==> src/rtl/func_dispatch_if.sv <==
// Handshake bundle between func_dispatch, its upstream/downstream streams and the func unit.
// The slave modport is the dispatcher's view; master is the environment driving it.
interface func_dispatch_if;
    logic        in_valid_i;
    logic        in_ready_o;
    logic [7:0]  a_bi;
    logic [7:0]  b_bi;
    logic        out_valid_o;
    logic        out_ready_i;
    logic [24:0] y_bo;
    logic        fn_start_o;
    logic [7:0]  fn_a_bo;
    logic [7:0]  fn_b_bo;
    logic        fn_busy_i;
    logic [24:0] fn_y_bi;

    modport slave (
        input  in_valid_i, a_bi, b_bi, out_ready_i, fn_busy_i, fn_y_bi,
        output in_ready_o, out_valid_o, y_bo, fn_start_o, fn_a_bo, fn_b_bo
    );

    modport master (
        output in_valid_i, a_bi, b_bi, out_ready_i, fn_busy_i, fn_y_bi,
        input  in_ready_o, out_valid_o, y_bo, fn_start_o, fn_a_bo, fn_b_bo
    );
endinterface

==> src/rtl/func_dispatch.sv <==
// Operand FIFO plus issue FSM feeding the func unit; results leave in input order via a one-entry slot.
// Optional completed-job counter cnt_bo is built when FUNC_DISPATCH_CNT_EN is defined.
module func_dispatch #(
    parameter int DEPTH = 4
) (
    input  logic           clk_i,
    input  logic           rst_i,
    func_dispatch_if.slave bus
`ifdef FUNC_DISPATCH_CNT_EN
    ,
    output logic [15:0]    cnt_bo
`endif
);
    localparam int PW    = $clog2(DEPTH);
    localparam int CNT_W = PW + 1;

    typedef enum logic [1:0] {IDLE, ISSUE, WAIT} state_t;

    state_t            state_q;
    logic [7:0]        mem_a_q [DEPTH];
    logic [7:0]        mem_b_q [DEPTH];
    logic [PW-1:0]     wr_ptr_q, rd_ptr_q;
    logic [CNT_W-1:0]  count_q, count_d;
    logic              full, empty, push, pop;
    logic              fn_start_q, out_valid_q;
    logic [7:0]        fn_a_q, fn_b_q;
    logic [24:0]       y_q;

    assign full  = (count_q == CNT_W'(DEPTH));
    assign empty = (count_q == '0);
    // A same-cycle pop does not free room for a push while full.
    assign push  = bus.in_valid_i && !full;
    assign pop   = (state_q == IDLE) && !empty && !out_valid_q;

    always_comb begin
        count_d = count_q;
        case ({push, pop})
            2'b10:   count_d = count_q + 1'b1;
            2'b01:   count_d = count_q - 1'b1;
            default: count_d = count_q;
        endcase
    end

    always_ff @(posedge clk_i) begin
        if (push) begin
            mem_a_q[wr_ptr_q] <= bus.a_bi;
            mem_b_q[wr_ptr_q] <= bus.b_bi;
        end
    end

    always_ff @(posedge clk_i or negedge rst_i) begin
        if (!rst_i) begin
            wr_ptr_q <= '0;
            rd_ptr_q <= '0;
            count_q  <= '0;
        end else begin
            if (push) wr_ptr_q <= wr_ptr_q + 1'b1;
            if (pop)  rd_ptr_q <= rd_ptr_q + 1'b1;
            count_q <= count_d;
        end
    end

`ifdef FUNC_DISPATCH_CNT_EN
    logic [15:0] cnt_q;
    assign cnt_bo = cnt_q;
`endif

    // The slot is only loaded in WAIT, which is entered with the slot empty,
    // so load and drain never collide on one edge.
    always_ff @(posedge clk_i or negedge rst_i) begin
        if (!rst_i) begin
            state_q     <= IDLE;
            fn_start_q  <= 1'b0;
            fn_a_q      <= '0;
            fn_b_q      <= '0;
            out_valid_q <= 1'b0;
            y_q         <= '0;
`ifdef FUNC_DISPATCH_CNT_EN
            cnt_q       <= '0;
`endif
        end else begin
            if (out_valid_q && bus.out_ready_i) out_valid_q <= 1'b0;
            case (state_q)
                IDLE: begin
                    if (pop) begin
                        fn_a_q     <= mem_a_q[rd_ptr_q];
                        fn_b_q     <= mem_b_q[rd_ptr_q];
                        fn_start_q <= 1'b1;
                        state_q    <= ISSUE;
                    end
                end
                ISSUE: begin
                    fn_start_q <= 1'b0;
                    state_q    <= WAIT;
                end
                WAIT: begin
                    if (!bus.fn_busy_i) begin
                        y_q         <= bus.fn_y_bi;
                        out_valid_q <= 1'b1;
`ifdef FUNC_DISPATCH_CNT_EN
                        cnt_q       <= cnt_q + 16'd1;
`endif
                        state_q     <= IDLE;
                    end
                end
                default: begin
                    fn_start_q <= 1'b0;
                    state_q    <= IDLE;
                end
            endcase
        end
    end

    assign bus.in_ready_o  = !full;
    assign bus.out_valid_o = out_valid_q;
    assign bus.y_bo        = y_q;
    assign bus.fn_start_o  = fn_start_q;
    assign bus.fn_a_bo     = fn_a_q;
    assign bus.fn_b_bo     = fn_b_q;
endmodule

==> src/flat_wrapper.sv <==
// flat-port wrapper written by rule: the top's interface ports become plain ports
module func_dispatch_flat 
#(
    parameter int DEPTH = 4
)
  (clk_i, rst_i, bus_in_valid_i, bus_a_bi, bus_b_bi, bus_out_ready_i, bus_fn_busy_i, bus_fn_y_bi, bus_in_ready_o, bus_out_valid_o, bus_y_bo, bus_fn_start_o, bus_fn_a_bo, bus_fn_b_bo);
  func_dispatch_if bus_i ();
  input  logic clk_i;
  input  logic rst_i;
  input wire logic [$bits(bus_i.in_valid_i)-1:0] bus_in_valid_i;
  input wire logic [$bits(bus_i.a_bi)-1:0] bus_a_bi;
  input wire logic [$bits(bus_i.b_bi)-1:0] bus_b_bi;
  input wire logic [$bits(bus_i.out_ready_i)-1:0] bus_out_ready_i;
  input wire logic [$bits(bus_i.fn_busy_i)-1:0] bus_fn_busy_i;
  input wire logic [$bits(bus_i.fn_y_bi)-1:0] bus_fn_y_bi;
  output wire logic [$bits(bus_i.in_ready_o)-1:0] bus_in_ready_o;
  output wire logic [$bits(bus_i.out_valid_o)-1:0] bus_out_valid_o;
  output wire logic [$bits(bus_i.y_bo)-1:0] bus_y_bo;
  output wire logic [$bits(bus_i.fn_start_o)-1:0] bus_fn_start_o;
  output wire logic [$bits(bus_i.fn_a_bo)-1:0] bus_fn_a_bo;
  output wire logic [$bits(bus_i.fn_b_bo)-1:0] bus_fn_b_bo;
  assign bus_i.in_valid_i = bus_in_valid_i;
  assign bus_i.a_bi = bus_a_bi;
  assign bus_i.b_bi = bus_b_bi;
  assign bus_i.out_ready_i = bus_out_ready_i;
  assign bus_i.fn_busy_i = bus_fn_busy_i;
  assign bus_i.fn_y_bi = bus_fn_y_bi;
  assign bus_in_ready_o = bus_i.in_ready_o;
  assign bus_out_valid_o = bus_i.out_valid_o;
  assign bus_y_bo = bus_i.y_bo;
  assign bus_fn_start_o = bus_i.fn_start_o;
  assign bus_fn_a_bo = bus_i.fn_a_bo;
  assign bus_fn_b_bo = bus_i.fn_b_bo;
  func_dispatch #(.DEPTH(DEPTH)) u_core (.clk_i(clk_i), .rst_i(rst_i), .bus(bus_i));
endmodule
==> config.mk <==
export PLATFORM = sky130hd
export DESIGN_NAME = func_dispatch_flat
export DESIGN_NICKNAME = d
export VERILOG_FILES = /design/src/rtl/func_dispatch_if.sv /design/src/rtl/func_dispatch.sv /design/src/flat_wrapper.sv
export SDC_FILE = /design/constraint.sdc
export NUM_CORES = 1
export LEC_CHECK = 0
export CAP_MARGIN = 20
export CORE_MARGIN = 3
export CORE_UTILIZATION = 55
export CTS_CLUSTER_SIZE = 16
export DETAILED_ROUTE_END_ITERATION = 7
export GPL_ROUTABILITY_DRIVEN = 0
export PLACE_DENSITY = 0.93
export SYNTH_ARGS = -nofsm -noshare
export SYNTH_HDL_FRONTEND = slang
export SYNTH_SLANG_ARGS = --single-unit
==> constraint.sdc <==
create_clock -name clk_i -period 6.4 [get_ports clk_i]
set_input_delay 1.28 -clock clk_i [delete_from_list [all_inputs] [get_ports clk_i]]
set_output_delay 1.28 -clock clk_i [all_outputs]
set_load 0.005 [all_outputs]
### Cell sizes after repair, run 1

The bar under the picture is 20 um long.
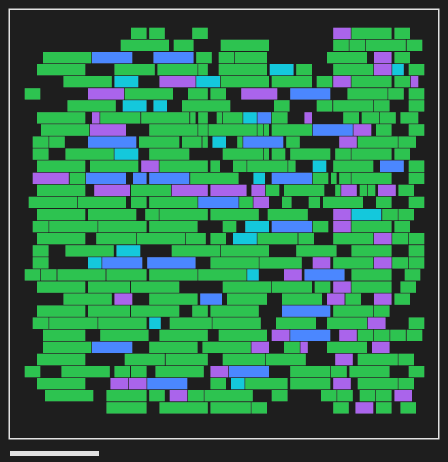
x6 and larger: marked blue, cells 23. x3 and x4: marked cyan, cells 19. x1 and smaller: marked green, cells 248. x2: marked purple, cells 46.
number of non-clock buffers: 92
area added between synthesis and finish: 34.9%
final worst setup slack: 3.25 ns
area of all placed cells without fillers: 6060 sq um

### Signal metal coverage by tile, run 1

The die is cut into 19 by 19 equal tiles; dark blue is low, red is high, scaled to the fullest tile. Values are wire area over tile area, all layers added.
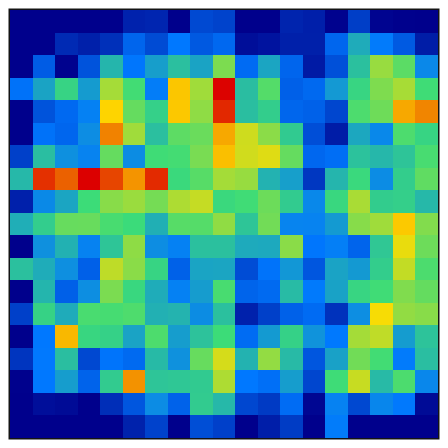
The mean over all tiles is 0.15. 28% of the tiles are over half the peak. 10% of the tiles are nearly empty. The fullest tile reaches 0.42.
global routing usage summed across all routing layers: 0.201
Routed WL per cell: 19.5 um
total via count in the routed design: 2374

### Register map, names as in the netlist, run 1

The bar under the picture is 20 um long. Other sequential cells in the stronger gray, the rest of the logic in the fainter gray.
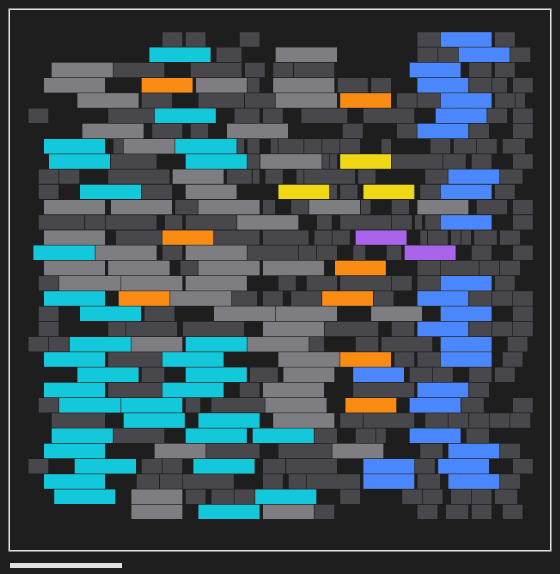
`u_core.count_q`: marked yellow, placed flops 3. `u_core.bus.y_bo`: marked blue, placed flops 25. `u_core.bus.fn_a_bo`: marked orange, placed flops 8. `u_core.mem_b_q`: marked cyan, placed flops 32. `u_core.state_q`: marked purple, placed flops 2.
Another 46 sequential cells are not colored.
Sequential cell area: 3220 sq um
power dissipated in sequential cells: 1230 uW

==> impl_metrics.toml, run 1 <==
# implementation run metrics
[outcome]
run_status = "finished clean"

[setup_path]
endpoint_arrival_time_on_the_critical_path_ns = 1.87
critPathLaunchType = "flip-flop"
cp_cell_sequence = "or3b_1, clkdlybuf4s50_1"
timing_worst_setup_path_type = "reg -> out"
worstSetupPathDepth = 2

[floorplanning]
ports = 90
core_area_sq_um = 7850
taps = 102
fp-row-count = 32
die_height_um = 96.4

[placement]
dpl-instance-area_sq_um = 5450

[synth]
synthesis.area_per_instance_sq_um = 20.4
flop_cell = "sky130_fd_sc_hd__edfxtp_1"
yosys.area.top_type_share = 0.428
simple_gate_share = 0.0239
yosys_register_bits = 116
post_synth_top_cells = "sky130_fd_sc_hd__edfxtp_1, sky130_fd_sc_hd__dfrtp_1, sky130_fd_sc_hd__mux2_2"

[clock_tree]
cts_tree = "yes"
clock_tree.buffer_depth = 2
clkSlewWorstSetupHoldPaths_ns = 0.06

[power]
leakage_uw = 0.00236
sequentialPowerShare = 0.393
pd_cells_nw_per_um2 = 516

[final_timing]
timing.final.max_slew_violations = 0
fmax_mhz = 317
finalClockPeriodUsage = 0.493
timing.final.crit_period_ns = 3.15
final-setup-viol-count = 0

[detailed_routing]
drtIter0Drc = 104
antenna_left = 0

[cells_and_area]
biggestCellCategory = "flip-flops and latches"
comb_area_frac = 0.193
final_core_utilization = 0.772
layout_top_cells_excl_fill_tap = "sky130_fd_sc_hd__clkdlybuf4s50_1, sky130_fd_sc_hd__edfxtp_1, sky130_fd_sc_hd__dfrtp_1"

[global_routing]
gr-max-usage-layer = "met2"
grt_use_met2 = 0.328
grt_antenna_before_repair = 0

[worst_hold_path]
hold_path.class = "reg -> reg"
### Clock network drawn from the DEF, run 1

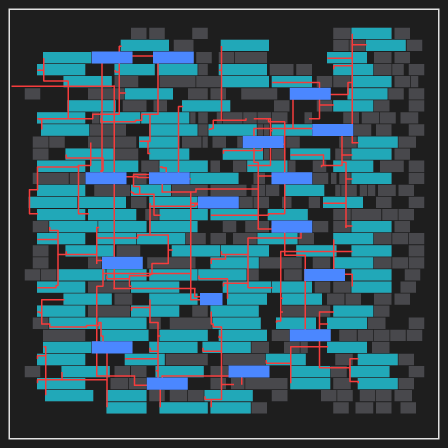

## Run 2: what changed since run 1
Settings changed: CORE_UTILIZATION 55 to 51, PLACE_DENSITY 0.93 to 0.88.
Clock period 6.4 ns to 3.3 ns, I/O delays scaled along.
### Clock network drawn from the DEF, run 2

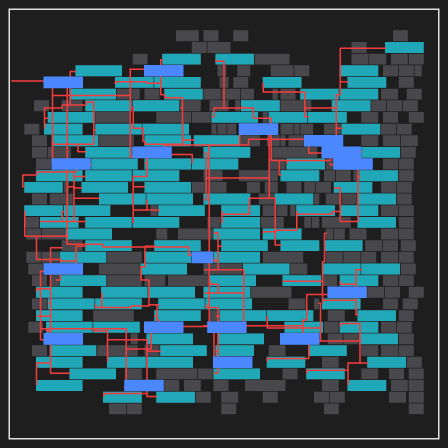
clock-net drivers: marked blue, count 17. flip-flops: marked cyan, count 116. clock wires: marked red, length 1270 um.
There are 18 routed clock nets. Position of the flops: all over the die.
worst skew pair latency: 0.51 ns
clock network power: 1750 uW
worst setup skew after layout: 0.00670 ns
share of total power in the clock network: 0.293

### Cell sizes after repair, run 2

The bar under the picture is 20 um long.
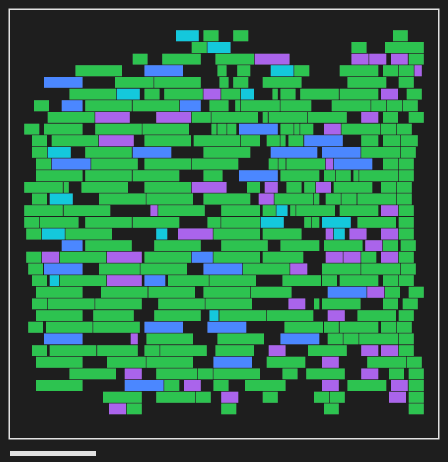
x2: marked purple, cells 47. x3 and x4: marked cyan, cells 15. x1 and smaller: marked green, cells 250. x6 and larger: marked blue, cells 24.
area of all placed cells without fillers: 6050 sq um
area added between synthesis and finish: 34.7%
final worst setup slack: 0.769 ns

==> impl_metrics.toml, run 2 <==
# implementation run metrics
[floorplanning]
ports = 90
taps = 105
die_height_um = 99.9

[final_timing]
fmax_mhz = 395
final-setup-viol-count = 0
timing.final.crit_period_ns = 2.53
finalClockPeriodUsage = 0.767
max_slew.worst_pin.slew_ns = 0.974
timing.final.max_slew_violations = 0

[synth]
synthesis.area_per_instance_sq_um = 20.4
post_synth_top_cells = "sky130_fd_sc_hd__edfxtp_1, sky130_fd_sc_hd__dfrtp_1, sky130_fd_sc_hd__mux2_2"
yosys.area.top_type_share = 0.428
yosys_register_bits = 116
edf_count = 64
simple_gate_share = 0.0239

[cells_and_area]
layout_top_cells_excl_fill_tap = "sky130_fd_sc_hd__clkdlybuf4s50_1, sky130_fd_sc_hd__edfxtp_1, sky130_fd_sc_hd__dfrtp_1"
num-nonclk-buffers = 92
non_clock_buffer_area_share = 0.150
biggestCellCategory = "flip-flops and latches"
layout.area.seq_sq_um = 3220
final_core_utilization = 0.722
comb_area_frac = 0.193

[global_routing]
gr-max-usage-layer = "met2"
grt_use_met2 = 0.287
grt_antenna_before_repair = 0
grt_use_total = 0.179

[detailed_routing]
post_drt_wl_per_cell_um = 18.5
drtIter0Drc = 149
vias_per_cell = 5.31
antenna_left = 0

[worst_hold_path]
hold_path.class = "in -> async"

[outcome]
run_status = "finished clean"

[setup_path]
cp_cell_sequence = "or3b_1, clkdlybuf4s50_1"
endpoint_arrival_time_on_the_critical_path_ns = 1.87
worstSetupPathDepth = 2
critPathLaunchType = "flip-flop"
timing_worst_setup_path_type = "reg -> out"

[power]
power.switching_uw = 1560
seq_power_uw = 2360
pd_cells_nw_per_um2 = 989
leakage_uw = 0.00237
sequentialPowerShare = 0.395

[clock_tree]
cts_tree = "yes"
clock_tree.buffer_depth = 2

[placement]
dpl-instance-area_sq_um = 5460
Power and IR drop assume default switching activity.
